--- config.mk ---
export PLATFORM = sky130hd
export DESIGN_NAME = carry_save_resolver_flat
export DESIGN_NICKNAME = d
export VERILOG_FILES = /design/src/rtl/carry_save_resolver_if.sv /design/src/rtl/carry_save_resolver.sv /design/src/flat_wrapper.sv
export SDC_FILE = /design/constraint.sdc
export NUM_CORES = 1
export LEC_CHECK = 0
export ABC_AREA = 1
export ABC_CLOCK_PERIOD_IN_PS = 3850
export CORE_AREA = 2 2 85 87
export DETAILED_ROUTE_END_ITERATION = 7
export DIE_AREA = 0 0 87 89
export GPL_TIMING_DRIVEN = 0
export PLACE_DENSITY = 0.75
export SETUP_SLACK_MARGIN = 0.2
export SYNTH_ARGS = -nofsm -noshare
export SYNTH_HDL_FRONTEND = slang
export SYNTH_SLANG_ARGS = --single-unit
--- constraint.sdc ---
create_clock -name clk -period 3.85 [get_ports clk]
set_input_delay 0.5775 -clock clk [delete_from_list [all_inputs] [get_ports clk]]
set_output_delay 0.5775 -clock clk [all_outputs]
set_load 0.005 [all_outputs]
--- src/rtl/carry_save_resolver_if.sv ---
// Row-pair in / resolved value out bundle between the compressor tree and the resolver.
// Latency: none (wires only).
// Backpressure: valid/ready on both the input row pair and the resolved output.
// Ports: in_valid/in_ready/in_sum/in_carry (row pair), out_valid/out_ready/out_value (result).
// master = producer/consumer side, slave = resolver side.
interface carry_save_resolver_if #(
  parameter int WIDTH = 16
) ();
  logic             in_valid;
  logic             in_ready;
  logic [WIDTH-1:0] in_sum;
  logic [WIDTH-1:0] in_carry;
  logic             out_valid;
  logic             out_ready;
  logic [WIDTH+1:0] out_value;

  modport master (
    output in_valid, in_sum, in_carry, out_ready,
    input  in_ready, out_valid, out_value
  );

  modport slave (
    input  in_valid, in_sum, in_carry, out_ready,
    output in_ready, out_valid, out_value
  );
endinterface

--- src/rtl/carry_save_resolver.sv ---
// Resolves a redundant (sum, carry) row pair into binary: sum + (carry << 1).
// Latency: out_valid rises NCHUNK edges after the accepting edge (CHUNK bits per clock).
// Backpressure: accepts only in IDLE; result is held in DONE until out_ready.
// Ports: clk, rst_n (async active-low), bus (slave side of carry_save_resolver_if),
//        busy (high while a row pair is being resolved or its result is pending).
module carry_save_resolver #(
  parameter int WIDTH = 16,
  parameter int CHUNK = 4
) (
  input  logic                 clk,
  input  logic                 rst_n,
  carry_save_resolver_if.slave bus,
  output logic                 busy
);

  localparam int OW     = WIDTH + 2;
  localparam int NCHUNK = (OW + CHUNK - 1) / CHUNK;
  localparam int PW     = NCHUNK * CHUNK;
  localparam int IW     = (NCHUNK > 1) ? $clog2(NCHUNK) : 1;
  localparam logic [IW-1:0] LAST_IDX = IW'(NCHUNK - 1);

  typedef enum logic [1:0] {
    IDLE = 2'd0,
    RUN  = 2'd1,
    DONE = 2'd2
  } state_t;

  state_t          state;
  state_t          state_nxt;
  logic [PW-1:0]   opa;
  logic [PW-1:0]   opb;
  logic [PW-1:0]   res;
  logic [PW-1:0]   res_nxt;
  logic [IW-1:0]   idx;
  logic            c;
  logic [CHUNK:0]  chunk_sum;
  logic            last_chunk;
  logic            accept;
  logic [OW-1:0]   out_value_q;

  assign accept     = (state == IDLE) && bus.in_valid;
  assign last_chunk = (idx == LAST_IDX);

  // One CHUNK-wide ripple slice per clock; the slice result is merged into
  // the working result so the finished value can be latched in one shot.
  always_comb begin
    chunk_sum = {1'b0, opa[int'(idx)*CHUNK +: CHUNK]}
              + {1'b0, opb[int'(idx)*CHUNK +: CHUNK]}
              + {{CHUNK{1'b0}}, c};
    res_nxt = res;
    res_nxt[int'(idx)*CHUNK +: CHUNK] = chunk_sum[CHUNK-1:0];
  end

  // State register
  always_ff @(posedge clk or negedge rst_n) begin
    if (!rst_n) begin
      state <= IDLE;
    end else begin
      state <= state_nxt;
    end
  end

  // Next-state logic; in_valid is deliberately ignored outside IDLE so a
  // held input is taken only on the IDLE edge after the output handshake.
  always_comb begin
    state_nxt = state;
    case (state)
      IDLE:    if (bus.in_valid)  state_nxt = RUN;
      RUN:     if (last_chunk)    state_nxt = DONE;
      DONE:    if (bus.out_ready) state_nxt = IDLE;
      default: state_nxt = IDLE;
    endcase
  end

  // Output logic
  always_comb begin
    bus.in_ready  = (state == IDLE);
    bus.out_valid = (state == DONE);
    busy          = (state != IDLE);
  end

  // Datapath
  always_ff @(posedge clk or negedge rst_n) begin
    if (!rst_n) begin
      opa         <= '0;
      opb         <= '0;
      res         <= '0;
      idx         <= '0;
      c           <= 1'b0;
      out_value_q <= '0;
    end else if (accept) begin
      // Operands are zero-padded to a whole number of chunks; the carry row
      // is pre-shifted to its true weight.
      opa <= PW'(bus.in_sum);
      opb <= PW'({bus.in_carry, 1'b0});
      res <= '0;
      idx <= '0;
      c   <= 1'b0;
    end else if (state == RUN) begin
      res <= res_nxt;
      c   <= chunk_sum[CHUNK];
      idx <= idx + 1'b1;
      // out_value only changes when a complete result exists, so it keeps
      // the previous result through the next RUN.
      if (last_chunk) begin
        out_value_q <= res_nxt[OW-1:0];
      end
    end
  end

  assign bus.out_value = out_value_q;

  // OW bits always hold 3*(2^WIDTH-1), so the last slice cannot carry out.
  a_final_carry_zero : assert property (
    @(posedge clk) disable iff (!rst_n)
    (state == RUN && last_chunk) |-> !chunk_sum[CHUNK]
  );

endmodule

--- src/flat_wrapper.sv ---
// flat-port wrapper written by rule: the top's interface ports become plain ports
module carry_save_resolver_flat 
#(
  parameter int WIDTH = 16,
  parameter int CHUNK = 4
)
  (clk, rst_n, busy, bus_in_valid, bus_in_sum, bus_in_carry, bus_out_ready, bus_in_ready, bus_out_valid, bus_out_value);
  carry_save_resolver_if #(.WIDTH(WIDTH)) bus_i ();
  input  logic clk;
  input  logic rst_n;
  output logic busy;
  input wire logic [$bits(bus_i.in_valid)-1:0] bus_in_valid;
  input wire logic [$bits(bus_i.in_sum)-1:0] bus_in_sum;
  input wire logic [$bits(bus_i.in_carry)-1:0] bus_in_carry;
  input wire logic [$bits(bus_i.out_ready)-1:0] bus_out_ready;
  output wire logic [$bits(bus_i.in_ready)-1:0] bus_in_ready;
  output wire logic [$bits(bus_i.out_valid)-1:0] bus_out_valid;
  output wire logic [$bits(bus_i.out_value)-1:0] bus_out_value;
  assign bus_i.in_valid = bus_in_valid;
  assign bus_i.in_sum = bus_in_sum;
  assign bus_i.in_carry = bus_in_carry;
  assign bus_i.out_ready = bus_out_ready;
  assign bus_in_ready = bus_i.in_ready;
  assign bus_out_valid = bus_i.out_valid;
  assign bus_out_value = bus_i.out_value;
  carry_save_resolver #(.WIDTH(WIDTH), .CHUNK(CHUNK)) u_core (.clk(clk), .rst_n(rst_n), .bus(bus_i), .busy(busy));
endmodule
==> run_1/cell_classes.png <==
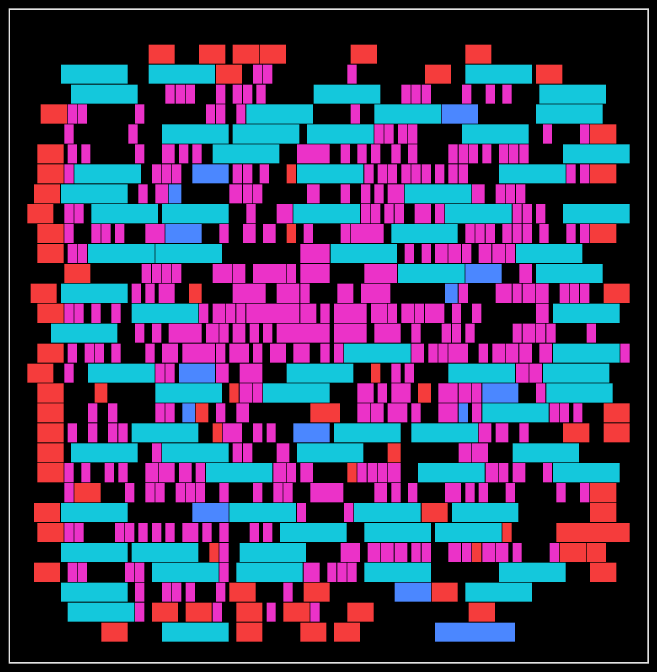
legend:
  blue:
    class: clock drivers and dummy loads
    cells: 14
    share_of_their_area: 4.0%
  magenta:
    class: all other logic
    cells: 352
    share_of_their_area: 38%
  red:
    class: other buffers and delay cells
    cells: 72
    share_of_their_area: 15%
  cyan:
    class: flip-flops
    cells: 74
    share_of_their_area: 43%

==> run_1/gate_families.png <==
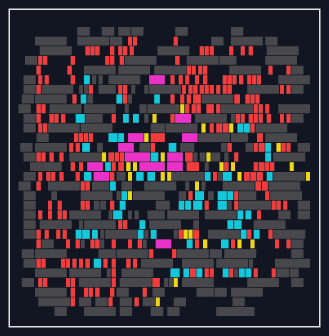
legend:
  red:
    family: NAND gates
    cells: 224
    where: spread over the die
  magenta:
    family: adder and majority cells
    cells: 12
    where: middle
  yellow:
    family: inverters
    cells: 28
  cyan:
    family: inverting AOI/OAI gates
    cells: 55

==> results.txt, run 1 <==
run status - completed
worst clock skew - 7.38 ps
WS Path Type - register to register
tool warnings - 31
Critical Path Sink - u_core.res[10]$_DFFE_PN0P_
total of max-cap violations - 0
Hold-fix buffers, CTS - 0
FF/Latch Area - 1850 um^2
Port Buf Inserts - 56
Max Slew Vio Count - 0
Wirelength per Cell - 13.6 um
antenna cell count - 0
r2r startpoint - u_core.idx[0]$_DFFE_PN0P_
RSZ-0062 raised after global routing - false
DRT Wirelength - 8.07 mm
CP Launch Point - u_core.idx[0]$_DFFE_PN0P_
TritonCTS clock tree - yes
fin crit share - 86.5%
Power Clock - 0.552 mW
GRT Total Usage - 23.4%
met1 global-route usage - 28.7%
die area - 7740 um^2
initial antenna violation count - 0
Slew HR - 65.1%
Post-synth ARST share - 100%
area share, top type - 52.1%
Leakage - 2.24 nW
gr busiest metal - met2
Clock Sinks - 74
Clock Pin Slew Worst Setup and Hold Paths - 70 ps
Top Ports - 57
Synth-to-Final Area Change - 24.2%
Yosys Instances - 441
combinational power - 1.80 mW
DRC - 0
first-pass GRT wire length - 13.8 mm
switching share of total power - 43.2%
cts bufs inserted - 9
logic gate share of total power - 49.4%
P_seq - 1.29 mW
routability cong. - 0.945
logic area - 1520 um^2
GRT overflow - 0
final hold viol count - 0
Max clock buf depth - 2
Fill cells - 607
CP endpoint kind - register
Fmax - 300 MHz
worst reg2reg setup slack - 520 ps
Min Clock Period, post-route - 3330 ps
Synthesized Nets - 489
Die W - 87 um
CP arrival - 3530 ps
Final Cell Area - 4410 um^2
worst-path fanout max - 11
Peak VDD IR - 0.360 mV
DPL Wire Length - 5.84 mm
area of the core - 6720 um^2
Root Buffer - clkbuf_8
Post-CTS Setup Inserts - 0
Post-synth regs - 74
DP Area - 4240 um^2
DRT iter0 DRCs - 182
Worst Hold Class - input pin to async pin
average cell area after synthesis - 8.05 um^2
synthesized area - 3550 um^2
vias in the first global route - 3089
yosys synthesis chip area - 3550 um^2
crit path launch type - register
Die Y - 89 um
Commonest flop - dfrtp_1
==> run_1/registers.png <==
Other sequential cells in the stronger grey, the rest of the logic in the fainter grey.
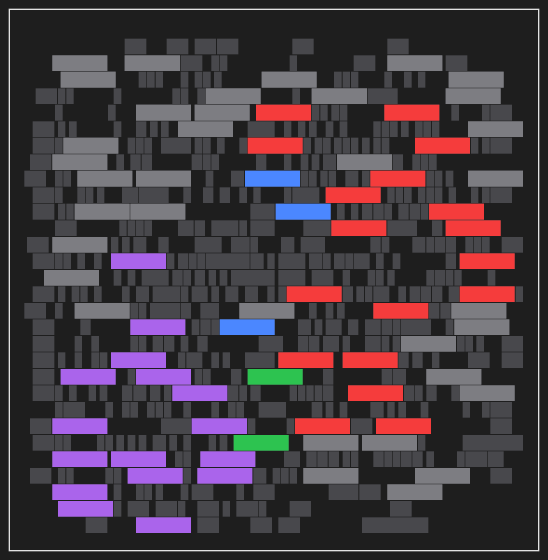
legend:
  green:
    signal: u_core.state
    placed_flops: 2
  blue:
    signal: u_core.idx
    placed_flops: 3
  purple:
    signal: u_core.opb
    placed_flops: 16
    where: bottom left
  red:
    signal: u_core.res
    placed_flops: 18

-- run 1: cell usage after synthesis (all sizes together) (2+ instances only) --
library cell and n:
buf 6, a31oi 5, clkbuf 9, fa 2, ha 10, nand3 16
o21ai 31, inv 27, dfrtp 74, nor2 27, a21oi 5, nand2 205
a22oi 8, o22ai 5, nand4 3
-- run 1: state kept, by name (all words and copies together), names as in the netlist --
register and count:
u_core.bus.out_value 18, u_core.res 18, u_core.c 1, u_core.opb 16, u_core.opa 16, u_core.state 2, u_core.idx 3
-- run 1: metal layers --
| metal | wire [um] | part of all wire (%) |
|---|---|---|
| met4 | 196 | 2.4 |
| met2 | 3960 | 49 |
| met3 | 296 | 3.7 |
| met1 | 3620 | 45 |
| met5 | 0 | 0 |
-- run 1: cells in the final DEF, fill, tap and decap left out, types with 2 or more instances in the layout --
cell type,synthesis,routed
clkdlybuf4s50_1,0,55
a21oi_1,5,5
clkbuf_1,9,10
nand4_1,3,3
buf_2,5,5
a31oi_1,5,5
nor2_4,2,2
ha_1,10,10
clkbuf_8,0,9
dfrtp_1,74,74
a22oi_1,8,8
nor2_2,2,2
nor2_1,23,23
o22ai_1,5,5
inv_1,27,27
nand3_1,15,15
fa_1,2,2
nand2_1,203,203
clkinv_2,0,3
o21ai_0,30,30
-- run 1: critical path: stages (launching register included) --
cell	delay (ps)
dfrtp_1	500
inv_1	220
clkbuf_1	450
o21ai_0	170
a21oi_1	170
a31oi_1	80
fa_1	440
fa_1	410
xor2_1	280
nor2_1	90
a22oi_1	250
o21ai_0	130
-- run 1: area by class of cell --
| type | instances | area share [%] |
|---|---|---|
| Inverter | 28 | 2.38 |
| Buffer | 15 | 1.59 |
| Clock buffer | 10 | 2.89 |
| Tap cell | 80 | 2.27 |
| Sequential cell | 74 | 42.0 |
| Multi-Input combinational cell | 324 | 34.6 |
| Clock inverter | 4 | 1.02 |
| Timing Repair Buffer | 57 | 13.3 |
-- run 1: stage by stage --
stage	TNS [ps]	cells	worst slack, ps	power [mW]	hold slack (ps)
after global placement	-22350	577	-306	3.02	456
after detailed placement	0	578	541	3.08	449
after global routing	0	592	245	3.96	84.1
after floorplan	0	441	1180	2.45	282
final	0	592	520	3.64	80.7
after CTS	0	592	529	3.65	78.2
-- run 1: cells by family (layout without fill, tap and decap cells) --
logic type | Yosys count | count (layout) | share of synthesized area (%)
AND/OR/NAND/NOR | 254 | 254 | 28.8
XOR/XNOR | 2 | 2 | 0.493
AND-OR/OR-AND | 56 | 56 | 8.95
buffers and inverters | 43 | 114 | 4.93
adder cells (fa/ha/maj) | 12 | 12 | 4.65
flip-flops | 74 | 74 | 52.1
-- run 1: how the worst min path moves through the flow --
stage / cells past startpoint / start / to / slack (ps)
floorplan: 0 / rst_n / u_core.bus.out_value[0]$_DFFE_PN0P_ / 280
global placement: 2 / u_core.opb[12]$_DFFE_PN0P_ / u_core.opb[12]$_DFFE_PN0P_ / 460
detailed placement: 1 / rst_n / u_core.bus.out_value[1]$_DFFE_PN0P_ / 450
CTS: 1 / rst_n / u_core.opb[15]$_DFFE_PN0P_ / 80
global route: 1 / rst_n / u_core.state[1]$_DFFE_PN0P_ / 80
finish: 1 / rst_n / u_core.state[1]$_DFFE_PN0P_ / 80
==> run_1/clock_map.png <==
Bar = 20 um.
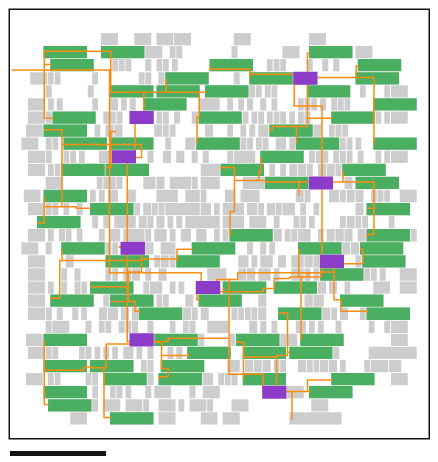

## Run 2: what changed since run 1
- CORE_AREA: 2 2 85 87 -> 2 2 104 106
- DIE_AREA: 0 0 87 89 -> 0 0 106 108
- PLACE_DENSITY: 0.75 -> 0.52
==> run_2/clock_map.png <==
Bar = 20 um.
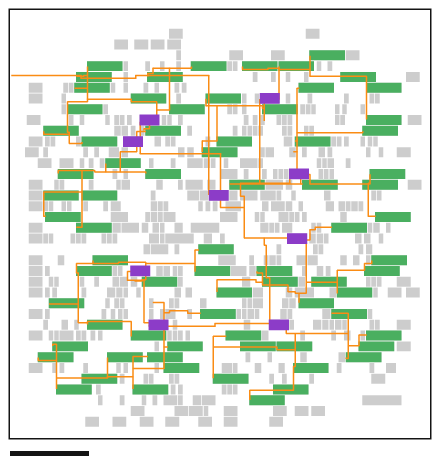
legend:
  purple:
    item: cells driving clock nets
    count: 9
  green:
    item: flip-flops
    count: 74
  orange:
    item: clock wires
    length: 1010 um
flops lie: spread over the die
routed clock nets: 10

==> run_2/final_clocks.png <==
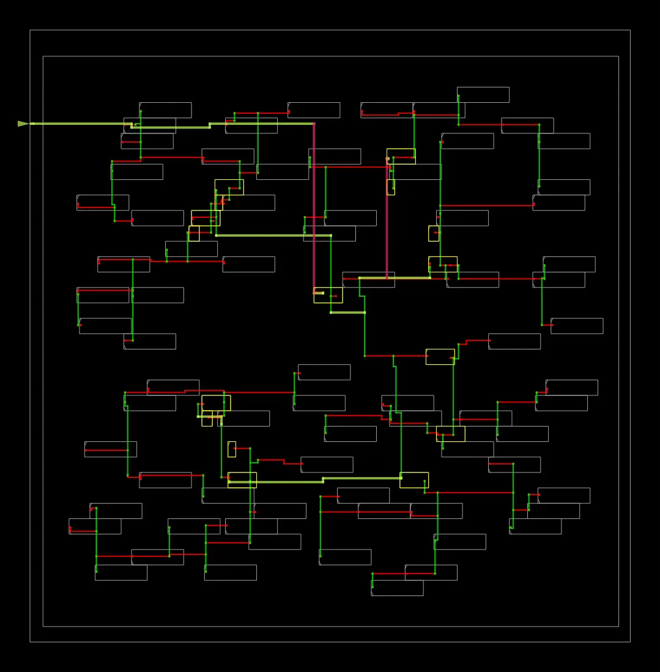
Clock Sinks: 74
flip-flops: 74
worst clock skew: 4.77 ps
worst skew pair latency: 340 ps

==> run 2 against run 1 <==
Effect of this change: synthesized cell count unchanged; critical endpoint is now u_core.res[5]$_DFFE_PN0P_; combinational power about the same; core utilization down 22 points; sequential share of layout area down 0.58 points; via count down 3.1%; die size up 48%.
==> results.txt, run 2 <==
die area - 11400 um^2 (+48%)
worst reg2reg setup slack - 470 ps (-50 ps)
Commonest flop - dfrtp_1
Post-synth ARST share - 100% (unchanged)
Worst Hold Class - input pin to async pin
DRC - 0 (unchanged)
DRT iter0 DRCs - 92 (-49%)
synthesized area - 3550 um^2 (unchanged)
r2r startpoint - u_core.idx[0]$_DFFE_PN0P_
Slew HR - 63.0% (-2.1 points)
area share, top type - 52.1% (unchanged)
DP Worst Slack - 498 ps (-43.1 ps)
most frequent cells in the layout - nand2_1, dfrtp_1, clkdlybuf4s50_1
dominant logic cell type in the layout - nand2_1
Top Ports - 57 (unchanged)
Hold Worst Slack - 172 ps (+91.1 ps)
top cells by count - nand2_1, dfrtp_1, o21ai_0, inv_1, nor2_1
Leakage - 2.23 nW (-0.20%)
Critical Path Sink - u_core.res[5]$_DFFE_PN0P_
antenna cell count - 0 (unchanged)
Peak VDD IR - 0.255 mV (-29%)
RSZ-0062 raised after global routing - false
Max clock buf depth - 2 (unchanged)
Non-Filler Instances - 650 (+9.8%)
Die W - 106 um (+22%)
DPL Wire Length - 6.39 mm (+9.5%)
top-count cell post-synth - nand2_1
Die Y - 108 um (+21%)
Synthesized Nets - 489 (unchanged)
overall power - 3.62 mW (-0.61%)
GRT overflow - 0 (unchanged)
Wirelength per Cell - 13.5 um (-1.1%)
WS Path Type - register to register
routability cong. - 0.865 (-8.4%)
vias in the first global route - 2962 (-4.1%)
first-pass GRT wire length - 14.6 mm (+5.5%)
Post-CTS Setup Inserts - 0 (unchanged)
CP arrival - 3590 ps (+60 ps)
initial antenna violation count - 0 (unchanged)
Max Slew Vio Count - 0 (unchanged)
Hold-fix buffers, CTS - 0 (unchanged)
setup TNS - 0 ps (unchanged)
Min Clock Period, post-route - 3380 ps (+45.4 ps)
Yosys Instances - 441 (unchanged)
Post-synth regs - 74 (unchanged)
Root Buffer - clkbuf_8
crit path launch type - register
worst setup margin - 475 ps (-45.4 ps)
area of the core - 10200 um^2 (+52%)
Port Buf Inserts - 56 (unchanged)
Final Cell Area - 4470 um^2 (+1.4%)
total of max-cap violations - 0 (unchanged)
fin crit share - 87.7% (+1.2 points)
cts bufs inserted - 9 (unchanged)
run status - completed
[run 2: cell types whose count changed in the layout (fill, tap and decap cells not counted)]
cell       previous run  this run
clkbuf_1             10        12
bufinv_16             1         0
clkbuf_8              9        10
[run 2: report_power, final]
| part | internal [mW] | leakage, nW | total [mW] | switching, mW |
|---|---|---|---|---|
| Clock | 0.249 | 0.0872 | 0.528 | 0.279 |
| Combinational | 0.678 | 1.18 | 1.80 | 1.12 |
| Sequential | 1.10 | 0.966 | 1.29 | 0.191 |
| Total | 2.03 | 2.23 | 3.62 | 1.59 |
[run 2: area by class of cell]
class                   instances  area, um^2
fillers                      1065        5760
inverters                      28         105
well taps                     136         170
multi-input cells             324        1520
plain buffers                  15        70.1
flip-flops and latches         74        1850
clock inverters                 3        15.0
clock buffers                  13         149
repair buffers                 57         586
[run 2: cells by family after synthesis]
group	Yosys count	share of synthesized area, %
AOI/OAI and AO/OA	56	8.95
xor gates and xnor gates	2	0.493
adders and majority gates	12	4.65
buffers and inverters	43	4.93
DFF	74	52.1
and+or+nand+nor	254	28.8
[run 2: worst max-delay path, cell delays in order, from the launching register on]
cell and delay [ps]:
dfrtp_1 510, inv_1 220, clkbuf_1 470, o21ai_0 180, a21oi_1 180, a31oi_1 80
fa_1 450, fa_1 560, inv_1 80, nand2_1 100, nor2_1 70, a22oi_1 240
o21ai_0 120
[run 2: worst min path at each step]
| stage | from | endpoint | slack [ps] | cells past startpoint |
|---|---|---|---|---|
| after floorplan | rst_n | u_core.bus.out_value[0]$_DFFE_PN0P_ | 280 | 0 |
| after global placement | u_core.opb[12]$_DFFE_PN0P_ | u_core.opb[12]$_DFFE_PN0P_ | 460 | 2 |
| after detailed placement | u_core.opb[14]$_DFFE_PN0P_ | u_core.opb[14]$_DFFE_PN0P_ | 460 | 2 |
| after CTS | rst_n | u_core.bus.out_value[0]$_DFFE_PN0P_ | 170 | 1 |
| after global routing | rst_n | u_core.bus.out_value[0]$_DFFE_PN0P_ | 190 | 1 |
| final | rst_n | u_core.bus.out_value[0]$_DFFE_PN0P_ | 170 | 1 |
[run 2: per-layer routing]
layer	up-vias	share of wire (%)	track usage, %
met5	-	0	0
met4	0	0.58	4.79
met3	4	3.3	3.68
met2	52	48	27.2
met1	1400	48	21.5
li1	1533	-	-
Power figures rest on the tool's default switching activity, not on a simulated workload.
